$ cat src/rtl/input_mon_pkg.sv
// input_mon_pkg: shared defaults, channel index type and parameter sanity check for input_monitor
package input_mon_pkg;

    localparam int unsigned N_DEF        = 61;
    localparam int unsigned DEBOUNCE_DEF = 1000;
    localparam int unsigned CNT_W_DEF    = 16;

    typedef logic [$clog2(N_DEF)-1:0] chan_idx_t;

    function automatic bit params_ok(input int unsigned n, input int unsigned d);
        return (n >= 1) && (d >= 1);
    endfunction

endpackage

$ cat src/rtl/input_mon_chan.sv
// input_mon_chan: per-channel synchroniser, debounce counter, debounced state and edge pulses
module input_mon_chan
    import input_mon_pkg::*;
#(
    parameter int unsigned DEBOUNCE_CYCLES = DEBOUNCE_DEF,
    parameter logic        INIT_BIT        = 1'b0
) (
    input  logic clk_i,
    input  logic rst_i,
    input  logic din_i,
    output logic state_o,
    output logic rise_o,
    output logic fall_o,
    output logic edge_d_o
);

    localparam int unsigned   CW   = $clog2(DEBOUNCE_CYCLES + 1);
    localparam logic [CW-1:0] LAST = CW'(DEBOUNCE_CYCLES - 1);

    logic          sync_q, s_q, state_q, rise_q, fall_q;
    logic          state_d, accept;
    logic [CW-1:0] cnt_q, cnt_d;

    // A differing level is accepted after DEBOUNCE_CYCLES stable cycles; returning to state restarts the count
    always_comb begin
        accept  = (s_q != state_q) && (cnt_q == LAST);
        cnt_d   = (s_q == state_q || accept) ? '0 : cnt_q + 1'b1;
        state_d = accept ? s_q : state_q;
    end

    // Two-flop synchroniser, debounce state and one-cycle edge pulses; reset discards any pending change
    always_ff @(posedge clk_i) begin
        if (rst_i) begin
            sync_q  <= INIT_BIT;
            s_q     <= INIT_BIT;
            state_q <= INIT_BIT;
            cnt_q   <= '0;
            rise_q  <= 1'b0;
            fall_q  <= 1'b0;
        end else begin
            sync_q  <= din_i;
            s_q     <= sync_q;
            state_q <= state_d;
            cnt_q   <= cnt_d;
            rise_q  <= accept & s_q;
            fall_q  <= accept & ~s_q;
        end
    end

    assign state_o  = state_q;
    assign rise_o   = rise_q;
    assign fall_o   = fall_q;
    assign edge_d_o = accept;

endmodule

$ cat src/rtl/input_monitor.sv
// input_monitor: N-channel debounced input conditioner with sticky change flags, event counter, matcher and test point
module input_monitor
    import input_mon_pkg::*;
#(
    parameter int unsigned    N               = N_DEF,
    parameter int unsigned    DEBOUNCE_CYCLES = DEBOUNCE_DEF,
    parameter logic [N-1:0]   INIT_VAL        = '0,
    parameter int unsigned    CNT_W           = CNT_W_DEF,
    parameter int unsigned    SEL_W           = (N > 1) ? $clog2(N) : 1
) (
    input  logic             CLK_100M,
    input  logic             RST,
    input  logic [N-1:0]     din,
    input  logic             clear,
    input  logic [N-1:0]     match_pattern,
    input  logic [N-1:0]     match_mask,
    input  logic [SEL_W-1:0] tp_sel,
    output logic [N-1:0]     state,
    output logic [N-1:0]     rise,
    output logic [N-1:0]     fall,
    output logic [N-1:0]     changed,
    output logic             any_change,
    output logic [CNT_W-1:0] event_count,
    output logic             match,
    output logic             tp_out
);

    localparam int unsigned TPW = 2 ** SEL_W;

    if (!params_ok(N, DEBOUNCE_CYCLES)) begin : g_param_check
        $error("input_monitor: N and DEBOUNCE_CYCLES must both be at least 1");
    end

    logic [N-1:0]     state_w, rise_w, fall_w, edge_d;
    logic [N-1:0]     changed_q, changed_d;
    logic [CNT_W-1:0] cnt_q, cnt_d;
    logic             any_q, match_q, match_d, match_init, tp_q, tp_d, tp_init, any_edge;
    logic [TPW-1:0]   tp_vec, tp_init_vec;

    for (genvar i = 0; i < N; i++) begin : g_chan
        input_mon_chan #(
            .DEBOUNCE_CYCLES (DEBOUNCE_CYCLES),
            .INIT_BIT        (INIT_VAL[i])
        ) u_chan (
            .clk_i    (CLK_100M),
            .rst_i    (RST),
            .din_i    (din[i]),
            .state_o  (state_w[i]),
            .rise_o   (rise_w[i]),
            .fall_o   (fall_w[i]),
            .edge_d_o (edge_d[i])
        );
    end

    // Edge-driven next state uses the channels' pre-register edge so flags and count land with the pulse;
    // the select vector is zero-padded so out-of-range indices read 0
    always_comb begin
        any_edge    = |edge_d;
        changed_d   = (clear ? '0 : changed_q) | edge_d;
        cnt_d       = clear ? CNT_W'(any_edge) : (any_edge && cnt_q != '1) ? cnt_q + 1'b1 : cnt_q;
        match_d     = ((state_w ^ match_pattern) & match_mask) == '0;
        match_init  = ((INIT_VAL ^ match_pattern) & match_mask) == '0;
        tp_vec      = TPW'(state_w);
        tp_init_vec = TPW'(INIT_VAL);
        tp_d        = tp_vec[tp_sel];
        tp_init     = tp_init_vec[tp_sel];
    end

    // Sticky flags, saturating event counter and registered matcher / test point
    always_ff @(posedge CLK_100M) begin
        if (RST) begin
            changed_q <= '0;
            any_q     <= 1'b0;
            cnt_q     <= '0;
            match_q   <= match_init;
            tp_q      <= tp_init;
        end else begin
            changed_q <= changed_d;
            any_q     <= |changed_q;
            cnt_q     <= cnt_d;
            match_q   <= match_d;
            tp_q      <= tp_d;
        end
    end

    assign state       = state_w;
    assign rise        = rise_w;
    assign fall        = fall_w;
    assign changed     = changed_q;
    assign any_change  = any_q;
    assign event_count = cnt_q;
    assign match       = match_q;
    assign tp_out      = tp_q;

endmodule

$ cat config.mk
export PLATFORM = sky130hd
export DESIGN_NAME = input_monitor
export DESIGN_NICKNAME = d
export VERILOG_FILES = /design/src/rtl/input_mon_pkg.sv /design/src/rtl/input_mon_chan.sv /design/src/rtl/input_monitor.sv
export SDC_FILE = /design/constraint.sdc
export NUM_CORES = 2
export LEC_CHECK = 0
export ABC_CLOCK_PERIOD_IN_PS = 2400
export CORE_MARGIN = 2
export CORE_UTILIZATION = 51
export DETAILED_ROUTE_END_ITERATION = 10
export GPL_ROUTABILITY_DRIVEN = 0
export PLACE_DENSITY = 0.86
export SYNTH_ARGS = -nofsm -noshare
export SYNTH_HDL_FRONTEND = slang
export SYNTH_SLANG_ARGS = --single-unit
$ cat constraint.sdc
create_clock -name CLK_100M -period 2.4 [get_ports CLK_100M]
set_input_delay 0.36 -clock CLK_100M [delete_from_list [all_inputs] [get_ports CLK_100M]]
set_output_delay 0.36 -clock CLK_100M [all_outputs]
set_load 0.05 [all_outputs]
==> results.cfg <==
; physical design summary
[run_status]
status = finished, violations left
violations = setup timing

[synth]
logic_family = simple AND/OR/NAND/NOR gates
enable_flop_cells = 0
syn_avg_cell_area_um2 = 9.40
ff_type = sky130_fd_sc_hd__dfxtp_1
synth-simple-area-share_pct = 25.6
yosys.area_share.xor_xnor_pct = 12.3

[critical_path]
reg2regPathDepth = 11
timing.critical_path.to = event_count[0]
crit_path_end_kind = flop
critPathArrivalTime_ns = 3.13
worst-setup-path-type = reg2reg
critPathLaunch = g_chan[39].u_chan.cnt_q[0]
critical_path.reg2reg.startpoint = g_chan[39].u_chan.cnt_q[0]
worst-endpoint-required_ns = 2.98

[final_timing]
finalSetupViolCount = 17
fmaxAchievable_ghz = 0.392
worst_case_headroom_to_the_max_slew_limit_pct = 45.2
finalSetupTns_ns = -0.898
final.setup.worst_slack_ns = -0.149

[power_and_ir_drop]
switch_pwr_mw = 7.43
top_power_group = registers
combPwrFrac_pct = 4.1

[die]
floorplan.core_area_um2 = 79100

[worst_hold_path]
hold_path_class = in2reg

[drt]
top_layer = met5
vias_per_cell = 5.62
ant_nets = 0
wl_met1_um = 51500
number_of_violations_reported_at_the_end_of_detailed_routing_iteration_0 = 3188
wl_per_cell_um = 21.6

[global_route]
maximum_number_of_pins_on_one_net_before_global_route_repair = 52

[clocking]
clkSlewWorstSetupHoldPaths_ns = 0.06
post_cts_hold_buffer_count = 0
clock_tree.root_cell = sky130_fd_sc_hd__clkbuf_16

[finish]
ff_count = 995
antenna_cells = 6
layout.buffer.nonclock.area_share_pct = 18.4
dominant_cells = registers
final_core_util_pct = 69.3
layout.nets = 5586
nClkBuffers = 149

[job]
maxCapViolCount = 0
worst max-delay path: stages (launching register included):
cell	delay, ns
sky130_fd_sc_hd__dfxtp_2	0.33
sky130_fd_sc_hd__ha_4	0.15
sky130_fd_sc_hd__nand4b_1	0.14
sky130_fd_sc_hd__nor3_4	0.08
sky130_fd_sc_hd__a2111oi_4	0.56
sky130_fd_sc_hd__nand4_1	0.24
sky130_fd_sc_hd__nor4_4	0.19
sky130_fd_sc_hd__buf_6	0.17
sky130_fd_sc_hd__a21oi_4	0.08
sky130_fd_sc_hd__buf_12	0.16
sky130_fd_sc_hd__nand3b_1	0.16
sky130_fd_sc_hd__a21oi_1	0.19
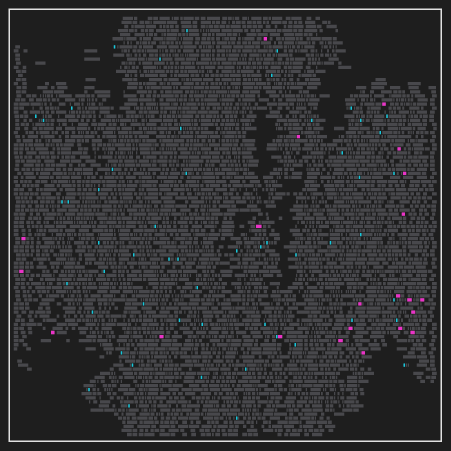
Figure 1: logic cells by family.
Drawn at 1.5 px/um.
| colour | family | cells | most used |
|---|---|---|---|
| cyan | inverters | 54 | inv_1 |
| magenta | AND-OR and OR-AND gates | 22 | a21o_1 |
tally of non-filler cells in the final layout: 6467
proportion of cell area occupied by multi-input gates: 36.3%
top logic cell by instance count in the layout: sky130_fd_sc_hd__dfxtp_1

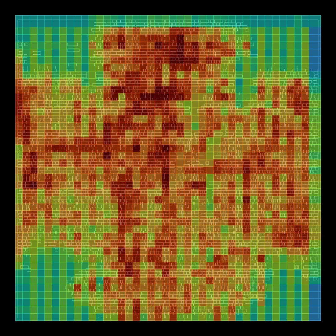
Figure 2: routing congestion.
most congested layer reported by global routing: met2
total global-route track usage: 32.5%
met2 routing resource usage after global routing: 51.5%

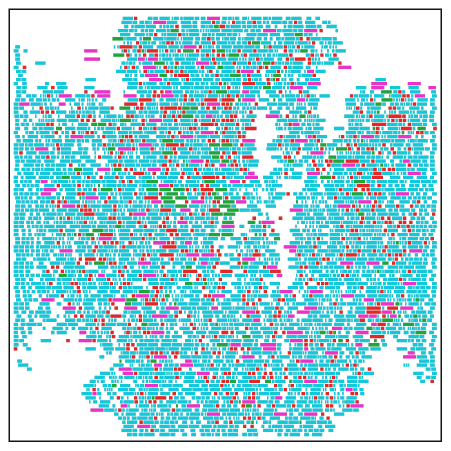
Figure 3: sizing map.
Drawn at 1.5 px/um.
| colour | size | cells | share |
|---|---|---|---|
| green | drive 2 | 156 | 2.9% |
| red | drive 3 to 4 | 762 | 14% |
| cyan | drive 1 or less | 4331 | 80% |
| magenta | drive 6 and up | 162 | 3.0% |
nonclk buf count: 1168
Final Instance Area: 54800 um^2

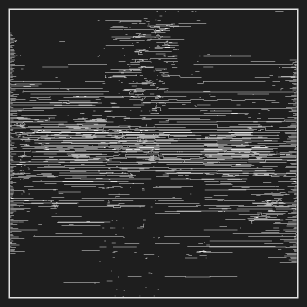
Figure 4: M3 wires.
Drawn at 1 px/um.
share of all routed wire: 13%
wire length on this layer: 18100 um
main direction: horizontal
GRT met3 Usage: 11.4%
detailed-route via count: 36400
final wirelength: 140000 um

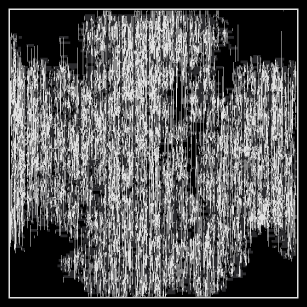
Figure 5: met2 routing.
Drawn at 1 px/um. Cells faint in the background.
longest straight run: 94.7 um
wire length on this layer: 61.7 mm
main direction: vertical
share of all routed wire: 44%
nets with wire on the layer: 5062

